===== config.mk =====
export PLATFORM = sky130hd
export DESIGN_NAME = bcd_conv_scheduler
export DESIGN_NICKNAME = d
export VERILOG_FILES = /design/src/rtl/bcd_conv_scheduler.sv
export SDC_FILE = /design/constraint.sdc
export NUM_CORES = 1
export LEC_CHECK = 0
export CELL_PAD_IN_SITES_DETAIL_PLACEMENT = 0
export CELL_PAD_IN_SITES_GLOBAL_PLACEMENT = 1
export CORE_MARGIN = 3
export CORE_UTILIZATION = 35
export DETAILED_ROUTE_END_ITERATION = 16
export GPL_ROUTABILITY_DRIVEN = 0
export HOLD_SLACK_MARGIN = 0.05
export PLACE_DENSITY = 0.85
export SYNTH_ARGS = -nofsm -noshare
export SYNTH_HDL_FRONTEND = slang
export SYNTH_SLANG_ARGS = --single-unit
export TNS_END_PERCENT = 10

===== constraint.sdc =====
create_clock -name clk -period 2.5 [get_ports clk]
set_input_delay 0.375 -clock clk [delete_from_list [all_inputs] [get_ports clk]]
set_output_delay 0.375 -clock clk [all_outputs]
set_load 0.02 [all_outputs]

===== src/rtl/bcd_conv_scheduler.sv =====
// bcd_conv_scheduler: round-robin arbiter sharing one binary-to-BCD engine among N_REQ requesters,
// with a per-conversion timeout that answers the requester with an error instead of hanging.
module bcd_conv_scheduler #(
  parameter int N_REQ   = 3,
  parameter int WIDTH   = 8,
  parameter int TIMEOUT = 64
) (
  input  logic               clk,
  input  logic               reset,
  input  logic [N_REQ-1:0]   req_valid,
  input  logic [N_REQ*WIDTH-1:0] req_bin,
  output logic [N_REQ-1:0]   req_ready,
  output logic [N_REQ-1:0]   rsp_valid,
  output logic [11:0]        rsp_bcd,
  output logic               rsp_err,
  output logic               busy,
  output logic               cv_start,
  output logic [WIDTH-1:0]   cv_a,
  input  logic               cv_done,
  input  logic [3:0]         cv_ones,
  input  logic [3:0]         cv_tens,
  input  logic [3:0]         cv_hundreds
);
  localparam int IW = (N_REQ > 1) ? $clog2(N_REQ) : 1;
  localparam int TW = (TIMEOUT > 1) ? $clog2(TIMEOUT) : 1;
  localparam logic [TW-1:0] TMAX = TW'(TIMEOUT - 1);
  typedef enum logic {IDLE, WAIT} state_t;
  state_t state_q, state_d;
  logic [TW-1:0] timer_q, timer_d;
  logic [IW-1:0] last_gnt_q, last_gnt_d;
  logic [N_REQ-1:0] idx_q, idx_d, req_ready_q, req_ready_d, rsp_valid_q, rsp_valid_d;
  logic [11:0] rsp_bcd_q, rsp_bcd_d;
  logic rsp_err_q, rsp_err_d, busy_q, busy_d, cv_start_q, cv_start_d;
  logic [WIDTH-1:0] cv_a_q, cv_a_d;
  logic found_hi;
  logic [IW-1:0] win_hi, win_lo, win;
  logic [N_REQ-1:0] gnt_hi, gnt_lo, gnt;
  logic [WIDTH-1:0] op_hi, op_lo, op;
  always_ff @(posedge clk or posedge reset) begin
    if (reset) begin
      state_q     <= IDLE;
      timer_q     <= '0;
      last_gnt_q  <= IW'(N_REQ - 1);
      idx_q       <= '0;
      req_ready_q <= '0;
      rsp_valid_q <= '0;
      rsp_bcd_q   <= '0;
      rsp_err_q   <= 1'b0;
      busy_q      <= 1'b0;
      cv_start_q  <= 1'b0;
      cv_a_q      <= '0;
    end else begin
      state_q     <= state_d;
      timer_q     <= timer_d;
      last_gnt_q  <= last_gnt_d;
      idx_q       <= idx_d;
      req_ready_q <= req_ready_d;
      rsp_valid_q <= rsp_valid_d;
      rsp_bcd_q   <= rsp_bcd_d;
      rsp_err_q   <= rsp_err_d;
      busy_q      <= busy_d;
      cv_start_q  <= cv_start_d;
      cv_a_q      <= cv_a_d;
    end
  end
  // Rotating priority: lowest requester above last_gnt wins, else lowest at or below it.
  always_comb begin
    found_hi = 1'b0;
    win_hi   = '0;
    win_lo   = '0;
    gnt_hi   = '0;
    gnt_lo   = '0;
    op_hi    = '0;
    op_lo    = '0;
    for (int i = N_REQ - 1; i >= 0; i--) begin
      if (req_valid[i]) begin
        if (IW'(i) > last_gnt_q) begin
          found_hi  = 1'b1;
          win_hi    = IW'(i);
          gnt_hi    = '0;
          gnt_hi[i] = 1'b1;
          op_hi     = req_bin[i*WIDTH +: WIDTH];
        end else begin
          win_lo    = IW'(i);
          gnt_lo    = '0;
          gnt_lo[i] = 1'b1;
          op_lo     = req_bin[i*WIDTH +: WIDTH];
        end
      end
    end
    win = found_hi ? win_hi : win_lo;
    gnt = found_hi ? gnt_hi : gnt_lo;
    op  = found_hi ? op_hi : op_lo;
  end
  always_comb begin
    state_d = (state_q == IDLE) ? ((|req_valid) ? WAIT : IDLE)
                                : ((cv_done || timer_q == TMAX) ? IDLE : WAIT);
  end
  // A done arriving together with the last timer tick takes precedence over the timeout.
  always_comb begin
    idx_d       = idx_q;
    last_gnt_d  = last_gnt_q;
    cv_a_d      = cv_a_q;
    timer_d     = timer_q;
    busy_d      = busy_q;
    rsp_bcd_d   = rsp_bcd_q;
    rsp_err_d   = rsp_err_q;
    req_ready_d = '0;
    rsp_valid_d = '0;
    cv_start_d  = 1'b0;
    if (state_q == IDLE) begin
      if (|req_valid) begin
        idx_d       = gnt;
        last_gnt_d  = win;
        cv_a_d      = op;
        req_ready_d = gnt;
        cv_start_d  = 1'b1;
        busy_d      = 1'b1;
        timer_d     = '0;
      end
    end else if (cv_done) begin
      rsp_bcd_d   = {cv_hundreds, cv_tens, cv_ones};
      rsp_err_d   = 1'b0;
      rsp_valid_d = idx_q;
      busy_d      = 1'b0;
    end else begin
      timer_d = timer_q + 1'b1;
      if (timer_q == TMAX) begin
        rsp_bcd_d   = '0;
        rsp_err_d   = 1'b1;
        rsp_valid_d = idx_q;
        busy_d      = 1'b0;
      end
    end
  end
  assign req_ready = req_ready_q;
  assign rsp_valid = rsp_valid_q;
  assign rsp_bcd   = rsp_bcd_q;
  assign rsp_err   = rsp_err_q;
  assign busy      = busy_q;
  assign cv_start  = cv_start_q;
  assign cv_a      = cv_a_q;
endmodule


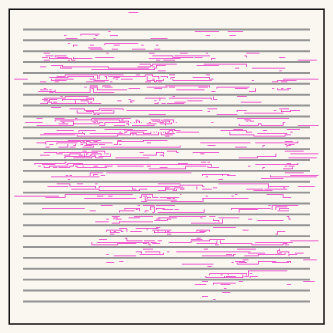
(images/layer_met1.png)
Drawn at 4 px/um. Supply wires on this layer in gray.
share of all routed wire	45%
wire length on this layer	2030 um

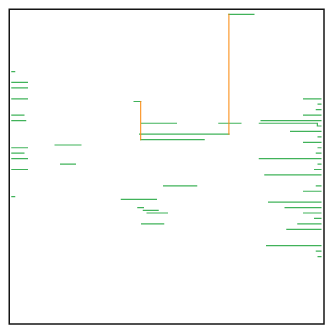
(images/wires.png)
Drawn at 4 px/um. Only two layers are drawn.
layer	color	wire length
metal 4	orange	39.4 um
metal 3	green	288 um
GRT Total Usage: 15.4%
drt total wl: 4.49 mm
Avg WL per Cell: 14.6 um
detailed-route via count: 1573

==> run summary <==
synthesized area per cell - 10.6 um^2
RSZ-0062 raised after global routing - false
highest metal used - met4
ys cells - 172
Comb power frac - 43.5%
initial drt markers - 69
count of plain and timing-repair buffers - 72
layout cell share with drive strength beyond 1 - 7.50%
flop count - 40
Worst path slowest cell - clkdlybuf4s50_1
Critical Path Source Type - input port
Die Span Y - 78.3 um
Setup Total Neg Slack - 0 ns
drt via density - 5.12
hold path depth - 1
Leak - 1.15 nW
PostCTS Resize Cnt - 0
Rows - 25
P_seq - 1.08 mW
Switching Power - 1.06 mW
logic area - 707 um^2
H-Tree Depth - 2
chip area - 0.00613 mm^2
fmax - 547 MHz
met2 wire length - 2.13 mm
Seq area share - 37.4%
aoi share - 21.8%
multi-input gates - 110
met1 Track Usage GR - 20.9%
clk pwr - 613 uW
nets - 283
Required @ worst endpoint - 2.67 ns
Final Critical Period - 1.83 ns
VDD IR-drop max - 0.459 mV
CLK BUF - 5
tool warning count - 26
PD cells - 1120 mW/mm^2
Final Core Density - 54.9%
synthesized area - 0.00183 mm^2
ys flops - 40
maximum number of pins on one net before global-route repair - 41
CP max stage delay - 0.68 ns
Final period util - 73.2%
die width - 78.3 um
Hold Vio Cnt, Final - 0
met3 WL post-DR - 288 um
sw frac - 35.3%
Tapcell Cnt - 67
Worst Path Arrival - 2.00 ns
Post-Synth Adder-Cell Area - 0.684%
clk latency late pin - 0.29 ns
Reg area - 0.00100 mm^2
postcts setup bufs - 0
Inverters excl. clock - 11
HP Start - timer_q[5]
Met1 Wirelength - 2.03 mm
Final non-clock buffer share - 26.7%
DR pass1 iterations - 5
clk sinks - 40
Clock Skews - 0.00319 ns
setup violators final - 0
R2R setup slack - 0.79 ns
worst hold endpoint - timer_q[5]
met2 Usage GRT - 24.0%
xor/xnor share of the synthesized area - 0.479%
TritonCTS buffer count - 5
status - finished, final reports clean
Fillers - 467
largest cell class by area - flip-flops and latches
yosys synthesis chip area - 0.00183 mm^2
post-synth cell types - 39
CTS tree - built
Syn Nets - 215
I/O pins - 71
mux frac, synth - 2.19%
worst r2r dst - rsp_bcd[2]
CP Capture Point - cv_a[7]
largest family of logic cells by area - AND-OR/OR-AND gates
vias in the first global route - 1539
Hold WC Path Type - reg -> reg
Core Box Area - 0.00488 mm^2
internal power - 1.94 mW
Basic Gates by Area - 13.5%
cell count after synthesis - 172
worst hold margin - 0.480 ns
Max Slew Vio Count - 0
maximum clock insertion buffer count - 2
CTS root buffer - clkbuf_8
# DRC - 0
Area Overhead vs Synth - 46.6%
post-route ant nets - 0
Worst setup startpoint - req_valid[0]
CP Class - in -> reg
type of element capturing the critical path - flop
clock network fraction of total power - 20.5%
slew margin rel. - 56.1%
Worst Tran Pin Value - 0.659 ns
hold_buf cts - 0
max cap viols - 0
worst-path maximum fanout - 11
sequential power share - 36.0%
DP HPWL - 3.18 mm
n_diodes - 0
port bufs - 70
clk tree area frac - 4.81%
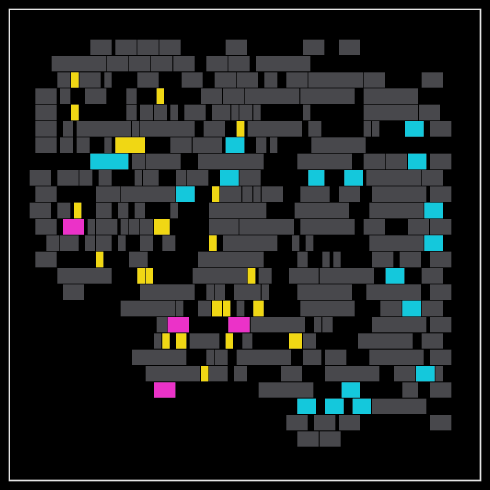
(images/logic_types.png)
Drawn at 6 px/um.
family	color	cells	most used
AND-OR and OR-AND gates	cyan	17	a22o_1
multiplexers	magenta	4	mux2i_1
NAND gates	yellow	21	nand2_1
Top cell excl fill/tap: clkdlybuf4s50_1
Comb area share: 26.4%

-- cells in the final DEF, fill, tap and decap left out, types with 4 or more instances in the layout --
cell and n:
a21oi_1 7, a22o_1 15, a31oi_1 7, clkbuf_8 5, clkdlybuf4s50_1 70, dfrtp_1 39, inv_1 10, mux2i_1 4
nand2_1 15, nor2_1 18, o21ai_0 7, o22ai_1 6
-- metrics by stage --
step,worst slack [ns],cell area [um^2],total power [mW],cells
finish,0.671,2680,2.99,307
global route,0.529,2680,3.19,307
CTS,0.675,2680,3.03,307
detailed placement,0.410,2550,2.40,300
global placement,0.449,2550,2.38,300
floorplan,1.02,1830,1.86,172
-- critical path, delay by kind of cell --
family	cells	cell delay, ns
compound gates	3	0.63
buf+inv	1	0.68
simple gates	1	0.31
-- Yosys cell counts --
cell type  number  area, um^2
a22oi_1         1        7.51
o21ai_2         1        8.76
nand3b_1        1        7.51
o221ai_1        1        8.76
nand2_1        15        56.3
a222oi_1        3        30.0
dfrtp_1        39         976
nor3_1          2        10.0
dfstp_2         1        26.3
and2b_4         1        10.0
nor2b_1         2        12.5
buf_6           3        33.8
o21ai_0         7        35.0
o211ai_1        1        7.51
a21o_1          1        7.51
xnor2_1         1        8.76
nand2b_4        1        13.8
a2bb2oi_1       1        8.76
a21oi_1         7        35.0
a22o_4          1        17.5
inv_1          10        37.5
nor2_2          1        6.26
o22ai_1         6        37.5
o21bai_2        1        11.3
nand2b_1        1        6.26
mux2i_1         4        40.0
a22o_1         15         131
clkbuf_1        4        15.0
inv_4           1        6.26
ha_1            1        12.5
and2_1          3        18.8
buf_4           3        22.5
nand3_1         3        15.0
nor2_1         18        67.6
or2_1           1        6.26
and4bb_4        1        16.3
buf_2           1        5.00
a31oi_1         7        43.8
a32oi_1         1        8.76
No activity file was given, so power comes from the tool's default toggle rates.
